<file path="config.mk">
export PLATFORM = sky130hd
export DESIGN_NAME = pe_conv_seq
export DESIGN_NICKNAME = d
export VERILOG_FILES = /design/src/rtl/pe_pkg.sv /design/src/rtl/pe_tap_cnt.sv /design/src/rtl/pe_conv_seq.sv
export SDC_FILE = /design/constraint.sdc
export NUM_CORES = 1
export LEC_CHECK = 0
export CAP_MARGIN = 30
export CELL_PAD_IN_SITES_DETAIL_PLACEMENT = 2
export CELL_PAD_IN_SITES_GLOBAL_PLACEMENT = 2
export CORE_MARGIN = 1.5
export CORE_UTILIZATION = 30
export CTS_CLUSTER_SIZE = 12
export DETAILED_ROUTE_END_ITERATION = 6
export PLACE_DENSITY_LB_ADDON = 0.1
export SLEW_MARGIN = 20
export SYNTH_ARGS = -nofsm -noshare
export SYNTH_HDL_FRONTEND = slang
export SYNTH_HIERARCHICAL = 1
export SYNTH_SLANG_ARGS = --single-unit
export TNS_END_PERCENT = 5
</file>
<file path="constraint.sdc">
create_clock -name clk -period 2.6 [get_ports clk]
set_input_delay 0.39 -clock clk [delete_from_list [all_inputs] [get_ports clk]]
set_output_delay 0.39 -clock clk [all_outputs]
set_load 0.01 [all_outputs]
</file>
<file path="src/rtl/pe_pkg.sv">
// Shared definitions for the PE convolution sequencer: geometry constants,
// controller state encoding and the select-packing helper.
package pe_pkg;

  localparam int IMG  = 4;
  localparam int K    = 3;
  localparam int NTAP = K * K;
  localparam int ODIM = IMG - K + 1;
  localparam int NOUT = ODIM * ODIM;

  typedef enum logic [1:0] {
    ST_IDLE,
    ST_TAP,
    ST_FLUSH,
    ST_DONE
  } state_e;

  // Both PE selects are two 2-bit indices packed high/low.
  function automatic logic [3:0] pack_sel(input logic [1:0] hi, input logic [1:0] lo);
    return {hi, lo};
  endfunction

endpackage

</file>
<file path="src/rtl/pe_tap_cnt.sv">
// Nested kernel-tap (kr/kc) and output-window (orow/ocol) counters with wrap
// flags; both wrap back to zero so the next pass starts from a clean origin.
module pe_tap_cnt
  import pe_pkg::*;
(
  input  logic       clk,
  input  logic       rst,
  input  logic       clear_i,
  input  logic       adv_tap_i,
  input  logic       adv_win_i,
  output logic [1:0] kr_o,
  output logic [1:0] kc_o,
  output logic [1:0] orow_o,
  output logic [1:0] ocol_o,
  output logic       tap_last_o,
  output logic       win_last_o
);

  localparam logic [1:0] KMAX = 2'(K - 1);
  localparam logic [1:0] OMAX = 2'(ODIM - 1);

  logic [1:0] kr_q, kr_d;
  logic [1:0] kc_q, kc_d;
  logic [1:0] orow_q, orow_d;
  logic [1:0] ocol_q, ocol_d;

  always_comb begin
    kr_d   = kr_q;
    kc_d   = kc_q;
    orow_d = orow_q;
    ocol_d = ocol_q;
    if (clear_i) begin
      kr_d   = '0;
      kc_d   = '0;
      orow_d = '0;
      ocol_d = '0;
    end else begin
      if (adv_tap_i) begin
        if (kc_q == KMAX) begin
          kc_d = '0;
          kr_d = (kr_q == KMAX) ? 2'd0 : kr_q + 2'd1;
        end else begin
          kc_d = kc_q + 2'd1;
        end
      end
      if (adv_win_i) begin
        if (ocol_q == OMAX) begin
          ocol_d = '0;
          orow_d = (orow_q == OMAX) ? 2'd0 : orow_q + 2'd1;
        end else begin
          ocol_d = ocol_q + 2'd1;
        end
      end
    end
  end

  always_ff @(posedge clk) begin
    if (rst) begin
      kr_q   <= '0;
      kc_q   <= '0;
      orow_q <= '0;
      ocol_q <= '0;
    end else begin
      kr_q   <= kr_d;
      kc_q   <= kc_d;
      orow_q <= orow_d;
      ocol_q <= ocol_d;
    end
  end

  assign kr_o       = kr_q;
  assign kc_o       = kc_q;
  assign orow_o     = orow_q;
  assign ocol_o     = ocol_q;
  assign tap_last_o = (kr_q == KMAX) && (kc_q == KMAX);
  assign win_last_o = (orow_q == OMAX) && (ocol_q == OMAX);

endmodule

</file>
<file path="src/rtl/pe_conv_seq.sv">
// Sequencer for pe_single_module: walks every kernel tap of every valid output
// window, then captures the PE accumulator into the c11..c22 result file.
module pe_conv_seq
  import pe_pkg::*;
#(
  parameter int DW = 8
) (
  input  logic          clk,
  input  logic          rst,
  input  logic          start,
  output logic          busy,
  output logic          done,
  output logic [3:0]    pe_s0,
  output logic [3:0]    pe_s1,
  output logic          pe_init,
  output logic          pe_rst,
  output logic          pe_preset,
  input  logic [DW-1:0] pe_out,
  output logic [DW-1:0] c11,
  output logic [DW-1:0] c12,
  output logic [DW-1:0] c21,
  output logic [DW-1:0] c22,
  output logic          result_valid
);

  state_e state_q, state_d;

  logic          cnt_clear, adv_tap, adv_win, capture, start_acc;
  logic [1:0]    kr, kc, orow, ocol;
  logic          tap_last, win_last;
  logic [1:0]    win;
  logic [1:0]    frow, fcol;
  logic [DW-1:0] c_q [4];
  logic          valid_q;

  pe_tap_cnt u_cnt (
    .clk        (clk),
    .rst        (rst),
    .clear_i    (cnt_clear),
    .adv_tap_i  (adv_tap),
    .adv_win_i  (adv_win),
    .kr_o       (kr),
    .kc_o       (kc),
    .orow_o     (orow),
    .ocol_o     (ocol),
    .tap_last_o (tap_last),
    .win_last_o (win_last)
  );

  assign win  = 2'(orow * 2'(ODIM) + ocol);
  assign frow = orow + kr;
  assign fcol = ocol + kc;

  // Moore outputs: the PE sees a cleared accumulator in every non-TAP state,
  // and FLUSH clears it at the same edge its sum is captured.
  always_comb begin
    state_d   = state_q;
    cnt_clear = 1'b0;
    adv_tap   = 1'b0;
    adv_win   = 1'b0;
    capture   = 1'b0;
    start_acc = 1'b0;
    busy      = 1'b0;
    done      = 1'b0;
    pe_rst    = 1'b1;
    pe_init   = 1'b0;
    pe_s0     = '0;
    pe_s1     = '0;
    unique case (state_q)
      ST_IDLE: begin
        if (start) begin
          state_d   = ST_TAP;
          cnt_clear = 1'b1;
          start_acc = 1'b1;
        end
      end
      ST_TAP: begin
        busy    = 1'b1;
        pe_rst  = 1'b0;
        pe_s0   = pack_sel(fcol, frow);
        pe_s1   = pack_sel(kr, kc);
        adv_tap = 1'b1;
        if (tap_last) state_d = ST_FLUSH;
      end
      ST_FLUSH: begin
        busy    = 1'b1;
        pe_init = 1'b1;
        capture = 1'b1;
        if (win_last) begin
          state_d = ST_DONE;
        end else begin
          adv_win = 1'b1;
          state_d = ST_TAP;
        end
      end
      ST_DONE: begin
        done = 1'b1;
        if (start) begin
          state_d   = ST_TAP;
          cnt_clear = 1'b1;
          start_acc = 1'b1;
        end else begin
          state_d = ST_IDLE;
        end
      end
      default: state_d = ST_IDLE;
    endcase
  end

  always_ff @(posedge clk) begin
    if (rst) state_q <= ST_IDLE;
    else     state_q <= state_d;
  end

  always_ff @(posedge clk) begin
    if (rst) begin
      for (int i = 0; i < 4; i++) c_q[i] <= '0;
    end else if (capture) begin
      c_q[win] <= pe_out;
    end
  end

  // Valid only once the last window lands; a new run invalidates the old set.
  always_ff @(posedge clk) begin
    if (rst)                      valid_q <= 1'b0;
    else if (start_acc)           valid_q <= 1'b0;
    else if (capture && win_last) valid_q <= 1'b1;
  end

  assign pe_preset    = 1'b0;
  assign c11          = c_q[0];
  assign c12          = c_q[1];
  assign c21          = c_q[2];
  assign c22          = c_q[3];
  assign result_valid = valid_q;

endmodule

</file>
==> summary.txt, run 1 <==
Entry: Yosys synthesis followed by OpenROAD place and route.

Floorplan:
- At the floorplan stage, the core utilization is reported as 31.0%.
- Measured along the y axis, the die boundary spans 83.8 um.

Global route:
- The run puts the global routing usage on met2 at 27.9%.
- In this run the most used layer during global routing was met2.
- The run gives the maximum number of pins on one net before global-route repair as 14.

STA:
- The routed design could run at a clock period as short as 2.27 ns.
- Timing would allow up to 440 MHz.
- For reference, the final report shows the max-slew violation count at 0.

Synthesis:
- The run gives the count of distinct cell types in the synthesized netlist as 36.
- The run puts the area fraction in xor and xnor cells at 3.13%.
- The run puts the netlist area before placement at 1960 um2.
- Per the post-synthesis report, the nets total 171.

Cells and area:
- The run gives the combined area of the multi-input logic cells as 733 um2.
- The layout stage reports a final design area of 2690 um2.
- The run gives the share of final layout cell area taken by clock buffers and inverters as 3.16%.
- The number of antenna diodes in the final layout is 0.

Critical path:
- The script reports the combined buffer and inverter count of the critical path as 3.
- Looking at the critical path, the highest net fanout was 13.
- For this run, the slowest stage of the critical path takes 0.54 ns.
- The report lists the cells along the critical path as inv_1, ha_1, inv_1, nor2_1, clkdlybuf4s50_1.

Run status:
- The flow ran to the end, and the final reports show no timing, DRC or antenna violations.

Route:
- The run puts the final antenna-violating net count at 0.
- Signal nets in the final route climb as high as met4.
- The run gives the via count as 1,384.

Hold path:
- According to the hold report, the worst path is of the register to register type.

Clock network:
- As reported, the later end of the worst-skew pair has a clock insertion delay of 0.29 ns.

Flow run:
- The run gives the number of maximum-capacitance violations as 0.

Place:
- The run puts the pre-CTS setup slack at 0.279 ns.
- Including well taps, the total number of placed cells is 285.
-- run 1: worst min path at each step --
stage / from / to / slack (ns) / cells after the start
detailed placement: u_cnt/orow_o[1]$_SDFFE_PP0P_ / u_cnt/orow_o[1]$_SDFFE_PP0P_ / 0.48 / 1
finish: u_cnt/orow_o[1]$_SDFFE_PP0P_ / u_cnt/orow_o[1]$_SDFFE_PP0P_ / 0.49 / 1
CTS: u_cnt/orow_o[1]$_SDFFE_PP0P_ / u_cnt/orow_o[1]$_SDFFE_PP0P_ / 0.49 / 1
global placement: u_cnt/orow_o[1]$_SDFFE_PP0P_ / u_cnt/orow_o[1]$_SDFFE_PP0P_ / 0.47 / 1
global route: u_cnt/orow_o[1]$_SDFFE_PP0P_ / u_cnt/orow_o[1]$_SDFFE_PP0P_ / 0.51 / 1
floorplan: u_cnt/orow_o[1]$_SDFFE_PP0P_ / u_cnt/orow_o[1]$_SDFFE_PP0P_ / 0.45 / 1
-- run 1: report_power, final --
part           leakage [nW]  switching (mW)  internal (mW)
registers             0.420          0.0385          0.791
logic                 0.547           0.215          0.214
clock network        0.0412           0.222          0.188
-- run 1: synthesized netlist by cell type (3+ instances only) --
master	n
sky130_fd_sc_hd__and2_1	39
sky130_fd_sc_hd__buf_2	4
sky130_fd_sc_hd__dfxtp_1	11
sky130_fd_sc_hd__edfxtp_1	32
sky130_fd_sc_hd__ha_1	6
sky130_fd_sc_hd__inv_1	4
sky130_fd_sc_hd__nand2b_1	3
sky130_fd_sc_hd__nor2_1	5
sky130_fd_sc_hd__nor2b_1	5
sky130_fd_sc_hd__nor3_1	5
sky130_fd_sc_hd__nor3b_1	4
sky130_fd_sc_hd__or2_1	3
sky130_fd_sc_hd__xnor2_1	4
sky130_fd_sc_hd__xor2_1	3
Run 1, cells by drive strength:
Drawn at 6 px/um.
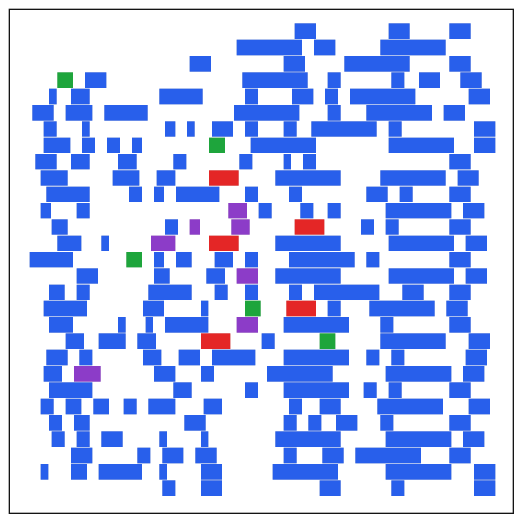
Blue is drive 1 or less, cells 199, share 92%, most used clkdlybuf4s50_1. Red is drive 6 and up, cells 5, share 2.3%, most used clkbuf_8. Purple is drive 2, cells 7, share 3.2%, most used nor3_2. Green is drive 3 to 4, cells 5, share 2.3%, most used buf_4.
Layout area overhead: 37.5%
post-route setup slack: 0.326 ns

Run 1, routed metal, one color a layer:
Drawn at 6 px/um. Two of the layers only.
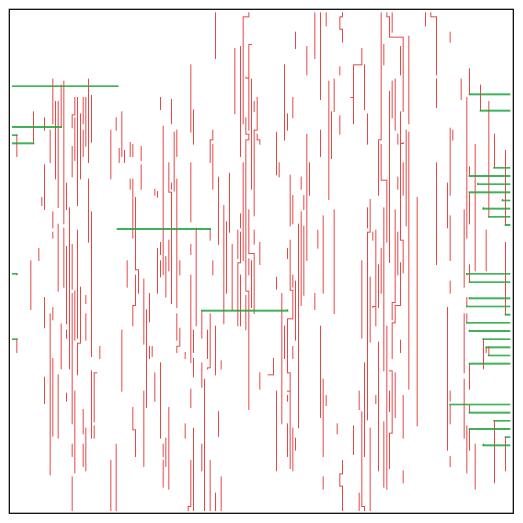
Green is met3, wire length 194 um. Red is met2, wire length 2,680 um.

Run 1, port wiring:
Drawn at 3 px/um.
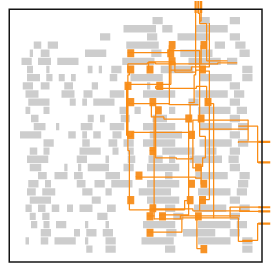
Orange is pe_out, direction input, edge 5 east, 3 north, end cells 32, buffers 8, wire 922 um.

Run 1, cell outlines without signal wires:
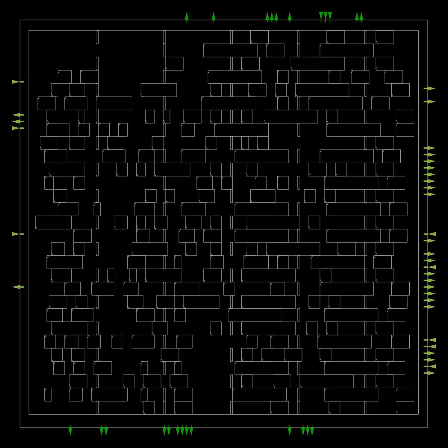
Seq area share: 43.9%
fraction of the core area covered by cells at the end of the flow: 42.6%
fill cell total of the finished layout: 667
Cell Rows: 29
Post-Layout Cell Count: 293

==> run 1 -> run 2 <==
DONT_BUFFER_PORTS = 1   (was default)
==> run 2 against run 1 <==
Against the previous run:
- die area stayed put
- critical endpoint is now c_q[1][1]$_SDFFCE_PN0P_
- via count down 16%
- combinational power shrank 35%
- sequential share of layout area rose by 10 points
- clock skew decreased by 0.0034 ns
- critical path depth is the same
- largest power group unchanged
- first-iteration DRC count increased by 43%
- sequential power increased by 2.5%
- count of clock-buffer cells in the layout unchanged
==> summary.txt, run 2 <==
Entry: Yosys synthesis followed by OpenROAD place and route.

Run status:
- Outcome: finished clean (unchanged).

Pwr:
- The run gives the share of power burned in the clock network as 35.3% (was 24.6%).
- The run gives the net switching power as 456 uW (was 476 uW).
- The run puts the worst IR drop on VDD at 0.297 mV (was 0.325 mV).
- The run gives the internal power component as 1.29 mW (was 1.19 mW).
- The fraction of power spent switching nets is 26.2% (was 28.5%).
- The run puts the combinational share of power at 15.9% (was 25.7%).

Cells and area:
- The run gives the design area as 2180 um2 (was 2690 um2).
- The run gives the layout overhead on the synthesized area as 11.4% (was 37.5%).
- Dominant logic cell types in the final layout: sky130_fd_sc_hd__and2_1 (39), sky130_fd_sc_hd__edfxtp_1 (32), sky130_fd_sc_hd__dfxtp_1 (11), sky130_fd_sc_hd__ha_1 (6) (was sky130_fd_sc_hd__clkdlybuf4s50_1 (55), sky130_fd_sc_hd__and2_1 (39), sky130_fd_sc_hd__edfxtp_1 (32), sky130_fd_sc_hd__dfxtp_1 (11), sky130_fd_sc_hd__ha_1 (6)).
- The run puts the count of placed standard cells in the final layout, fillers left out at 237 (was 293).

STA:
- The run puts the highest clock rate at 453 MHz (was 440 MHz).
- The run gives the final critical delay including setup and external delays as 2.21 ns (was 2.27 ns).
- The final number of hold-violating endpoints came to 0 (unchanged).

Clock network:
- The run gives the clock latency reported for the late side of the worst-skew pair as 0.29 ns (about the same).

Floorplan:
- The vertical die size is 83.8 um (unchanged).
- The run gives the starting utilization of the core area as 31.0% (unchanged).
- The run puts the total number of placement rows at 29 (unchanged).

Global route:
- The run puts the maximum number of pins on one net before global-route repair at 19 (was 14).
- The most used routing layer in global routing is met2 (unchanged).
- The run gives the global routing usage on met2 as 24.0% (was 27.9%).

Route:
- The topmost layer with routed signal wires is met4 (unchanged).
- The final antenna-violating net count was 0 (unchanged).

Place:
- The run gives the instance count after placement with tap cells included as 229 (was 285).

Synthesis:
- The run puts the count of distinct cell types in the synthesized netlist at 36 (unchanged).
- Commonest cells in the netlist: sky130_fd_sc_hd__and2_1 (39), sky130_fd_sc_hd__edfxtp_1 (32), sky130_fd_sc_hd__dfxtp_1 (11), sky130_fd_sc_hd__ha_1 (6) (unchanged).
- The netlist area before placement came to 1960 um2 (unchanged).
- The run gives the number of nets in the synthesized netlist as 171 (unchanged).
- The run gives the area fraction in xor and xnor cells as 3.13% (unchanged).
- The run gives the most instantiated library cell after synthesis as sky130_fd_sc_hd__and2_1 (unchanged).
- The run puts the area fraction in full adders, half adders and majority gates at 3.84% (unchanged).

Critical path:
- The maximum single-stage delay on the critical path was 0.36 ns (was 0.54 ns).
- Cell chain of the critical path: inv_1, ha_1, nor2b_2, and3_1, or2_1 (was inv_1, ha_1, inv_1, nor2_1, clkdlybuf4s50_1).
- The peak fanout along the critical path came to 9 (was 13).

Hold path:
- The run gives the type of the worst min-delay path as primary input to register (was register to register).
run 2: area by class of cell:
class | count | area, um2
multi-input combinational | 102 | 733
sequential | 43 | 1180
tap | 77 | 96.3
inverter | 4 | 15.0
clock inverter | 2 | 60.1
timing repair buffer | 3 | 22.5
clock buffer | 6 | 72.6
fill | 669 | 4130
run 2: through the flow:
step                hold slack, ns  util [%]  power (mW)  setup WS [ns]
floorplan                    0.452         -        1.07          0.792
global placement             0.470      32.4        1.13          0.583
detailed placement           0.473      32.4        1.15          0.373
CTS                          0.157      34.5        1.77          0.351
global route                 0.155      34.5        1.84          0.143
finish                       0.169      34.5        1.74          0.392
run 2: power by group through the flow:
stage / Sequential [mW] / Combinational, mW / Clock [mW]
after floorplan: 0.852 / 0.217 / 0
after global placement: 0.863 / 0.264 / 0
after detailed placement: 0.867 / 0.284 / 0
after CTS: 0.851 / 0.286 / 0.628
after global routing: 0.857 / 0.317 / 0.663
final: 0.850 / 0.277 / 0.614
run 2: path summary, 6_finish.rpt:
path | from | end | slack [ns] | depth (start not counted)
setup / recovery | state_q[0]$_SDFFE_PP0P_ | c_q[1][1]$_SDFFCE_PN0P_ | 0.39 | 5
hold / removal | rst | u_cnt/ocol_o[0]$_SDFFE_PP0P_ | 0.17 | 1
setup reg to reg | state_q[0]$_SDFFE_PP0P_ | c_q[1][1]$_SDFFCE_PN0P_ | 0.39 | 5
hold reg to reg | u_cnt/orow_o[1]$_SDFFE_PP0P_ | u_cnt/orow_o[1]$_SDFFE_PP0P_ | 0.49 | 1
run 2: worst max-delay path, delay by kind of cell (launching register included):
kind / cells / cell delay (ns)
flops: 1 / 0.34
fa+ha+maj: 1 / 0.36
simple gates: 3 / 1.05
buf+inv: 1 / 0.14
Run 2, routed metal, one color a layer:
Drawn at 6 px/um. Two of the layers only.
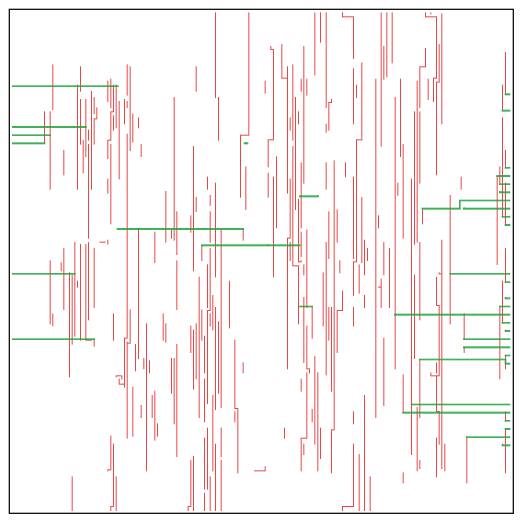
Red is met2, wire length 2,340 um. Green is met3, wire length 250 um.
sum of routed wire length over all layers: 4.52 mm
Via Count: 1,159
gr usage total: 13.8%

Run 2, cells by drive strength:
Drawn at 6 px/um.
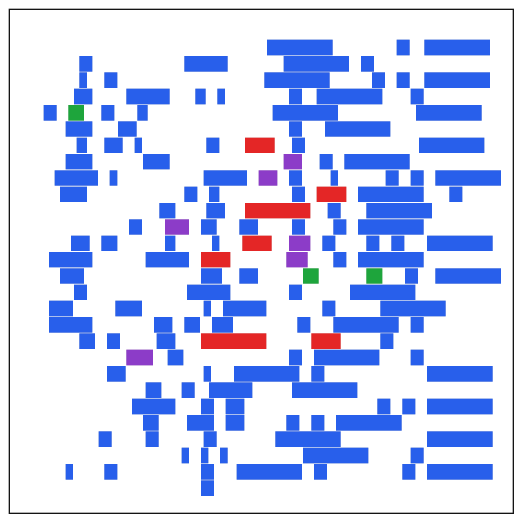
Red is drive 6 and up, cells 7, share 4.4%, most used clkbuf_8. Blue is drive 1 or less, cells 144, share 90%, most used and2_1. Purple is drive 2, cells 6, share 3.8%, most used nor3_2. Green is drive 3 to 4, cells 3, share 1.9%, most used buf_4.

==> run 2 -> run 3 <==
clock period = 1.9 ns   (was 2.6 ns; I/O delays follow)
==> run 3 against run 2 <==
Against the previous run:
- total power increased by 30%
- die area unchanged
- sequential power increased by 36%
- combinational power increased by 45%
- clock skew decreased by 0.0013 ns
- via count increased by 1.2%
- worst hold slack got worse by 0.11 ns
- clock power increased by 14%
- synthesized cell count unchanged
- register-to-register slack got worse by 0.24 ns
- critical endpoint is now c_q[0][6]$_SDFFCE_PN0P_
- largest cell class unchanged
- highest routed layer unchanged
==> summary.txt, run 3 <==
Entry: Yosys synthesis followed by OpenROAD place and route.

Run status:
- Outcome: finished clean (unchanged).

Cells and area:
- The count of inserted antenna diode cells is 0 (unchanged).
- The run puts the layout overhead on the synthesized area at 11.6% (was 11.4%).
- Dominant logic cell types in the final layout: sky130_fd_sc_hd__and2_1 (39), sky130_fd_sc_hd__edfxtp_1 (32), sky130_fd_sc_hd__dfxtp_1 (11), sky130_fd_sc_hd__buf_4 (6) (was sky130_fd_sc_hd__and2_1 (39), sky130_fd_sc_hd__edfxtp_1 (32), sky130_fd_sc_hd__dfxtp_1 (11), sky130_fd_sc_hd__ha_1 (6)).
- The run gives the design area as 2180 um2 (about the same).

Route:
- The run puts the final antenna-violating net count at 0 (unchanged).
- The run gives the total wire length as 4.66 mm (was 4.52 mm).
- The run gives the via count as 1,173 (was 1,159).

STA:
- The run puts the highest clock rate at 572 MHz (was 453 MHz).
- The run gives the final number of hold-violating endpoints as 0 (unchanged).
- The run puts the least setup slack across all paths after layout at 0.151 ns (was 0.392 ns).

Floorplan:
- The run puts the starting utilization of the core area at 31.0% (unchanged).
- The total number of placement rows is 29 (unchanged).

Synthesis:
- The run gives the netlist area before placement as 1960 um2 (unchanged).

Clock network:
- The run puts the clock latency reported for the late side of the worst-skew pair at 0.29 ns (about the same).

Critical path:
- The launching element of the worst setup path is state_q[0]$_SDFFE_PP0P_ (unchanged).
- The critical register-to-register path startpoint was state_q[0]$_SDFFE_PP0P_ (unchanged).
- The run puts the maximum single-stage delay on the critical path at 0.35 ns (was 0.36 ns).
- The run puts the peak fanout along the critical path at 8 (was 9).

Place:
- The pre-CTS setup slack came to -0.00794 ns (was 0.373 ns).
- The run gives the instance count after placement with tap cells included as 232 (was 229).

Hold path:
- The critical hold path startpoint was rst (unchanged).

Global route:
- The total global-route track usage came to 14.1% (was 13.8%).
- The run gives the maximum number of pins on one net before global-route repair as 19 (unchanged).
- The most used routing layer in global routing is met2 (unchanged).
run 3: layout make-up:
class,count,area [um2],share of cell area (%)
clock inverters,3,38.8,1.78
inverters,4,15.0,0.688
repair buffers,6,45.0,2.06
multi-input cells,102,738,33.8
flip-flops and latches,43,1180,54.1
clock buffers,5,68.8,3.15
well taps,77,96.3,4.41
run 3: worst max-delay path: cells and delay by family, from the launching register on:
kind / cells / cell delay, ns
simple gates: 3 / 0.68
flops: 1 / 0.34
fa+ha+maj: 1 / 0.27
buf+inv: 1 / 0.14
run 3: path summary, 6_finish.rpt:
kind | slack [ns] | to | cells past startpoint
setup / recovery | 0.15 | c_q[0][6]$_SDFFCE_PN0P_ | 5
hold / removal | 0.06 | state_q[0]$_SDFFE_PP0P_ | 1
setup reg to reg | 0.15 | c_q[0][6]$_SDFFCE_PN0P_ | 5
hold reg to reg | 0.52 | u_cnt/orow_o[1]$_SDFFE_PP0P_ | 1
run 3: kinds of logic after synthesis:
group	count (synthesis)	share of synthesized area, %
compound gates	7	3.07
xor+xnor	7	3.13
fa+ha+maj	6	3.84
buf+inv	9	2.17
flops	43	60.4
mux	3	1.73
other cells	1	0.192
simple gates	78	25.5
run 3: what timing repair did:
item | CTS | global route
pin swaps | 0 | 0
gates resized | 1 | 1
hold buffers | 0 | 0
endpoints found under the setup margin | 8 | 3
run 3: power by group:
part | leakage, nW | internal (mW) | switching [mW]
Combinational | 0.354 | 0.164 | 0.238
Sequential | 0.420 | 1.08 | 0.0737
Clock | 0.0556 | 0.385 | 0.312
run 3: metal layers:
metal | part of all wire (%) | wire length (um) | vias to the layer above
li1 | - | - | 549
met1 | 40 | 1880 | 581
met2 | 53 | 2470 | 38
met3 | 5.4 | 250 | 5
met4 | 1.2 | 57 | 0
met5 | 0 | 0 | -
Run 3, pin map:
Drawn at 6 px/um. Pins as bars across the die edge, other pins in gray.
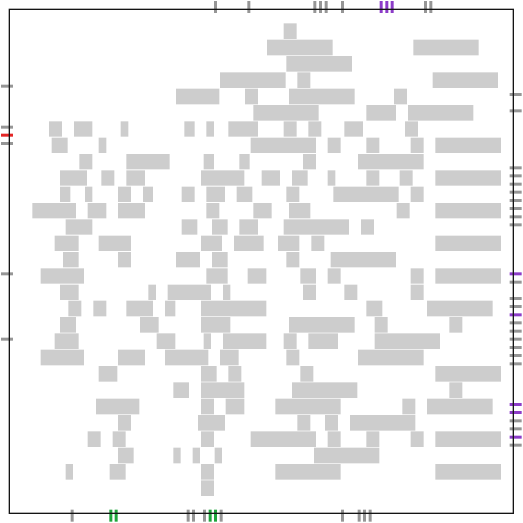
Green is pe_s1, pins 4, direction output, edge south. Purple is pe_out, pins 8, direction input, edge 5 east, 3 north. Red is busy, pins 1, direction output, edge west.
floorplan die width: 83.8 um
Vert. Die Dim: 83.8 um
number of input and output port buffers inserted: 0

Run 3, cell outlines without signal wires:
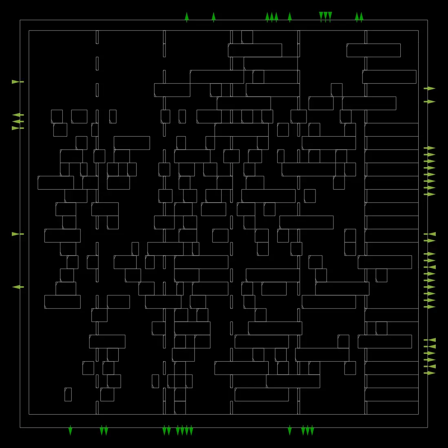
Post-Layout Cell Count: 240
Std-Cell Core Area: 6310 um2
tapcells inserted: 77
fill cell total of the finished layout: 687
fraction of the core area covered by cells at the end of the flow: 34.6%

Power is estimated from default activity; no workload was simulated.
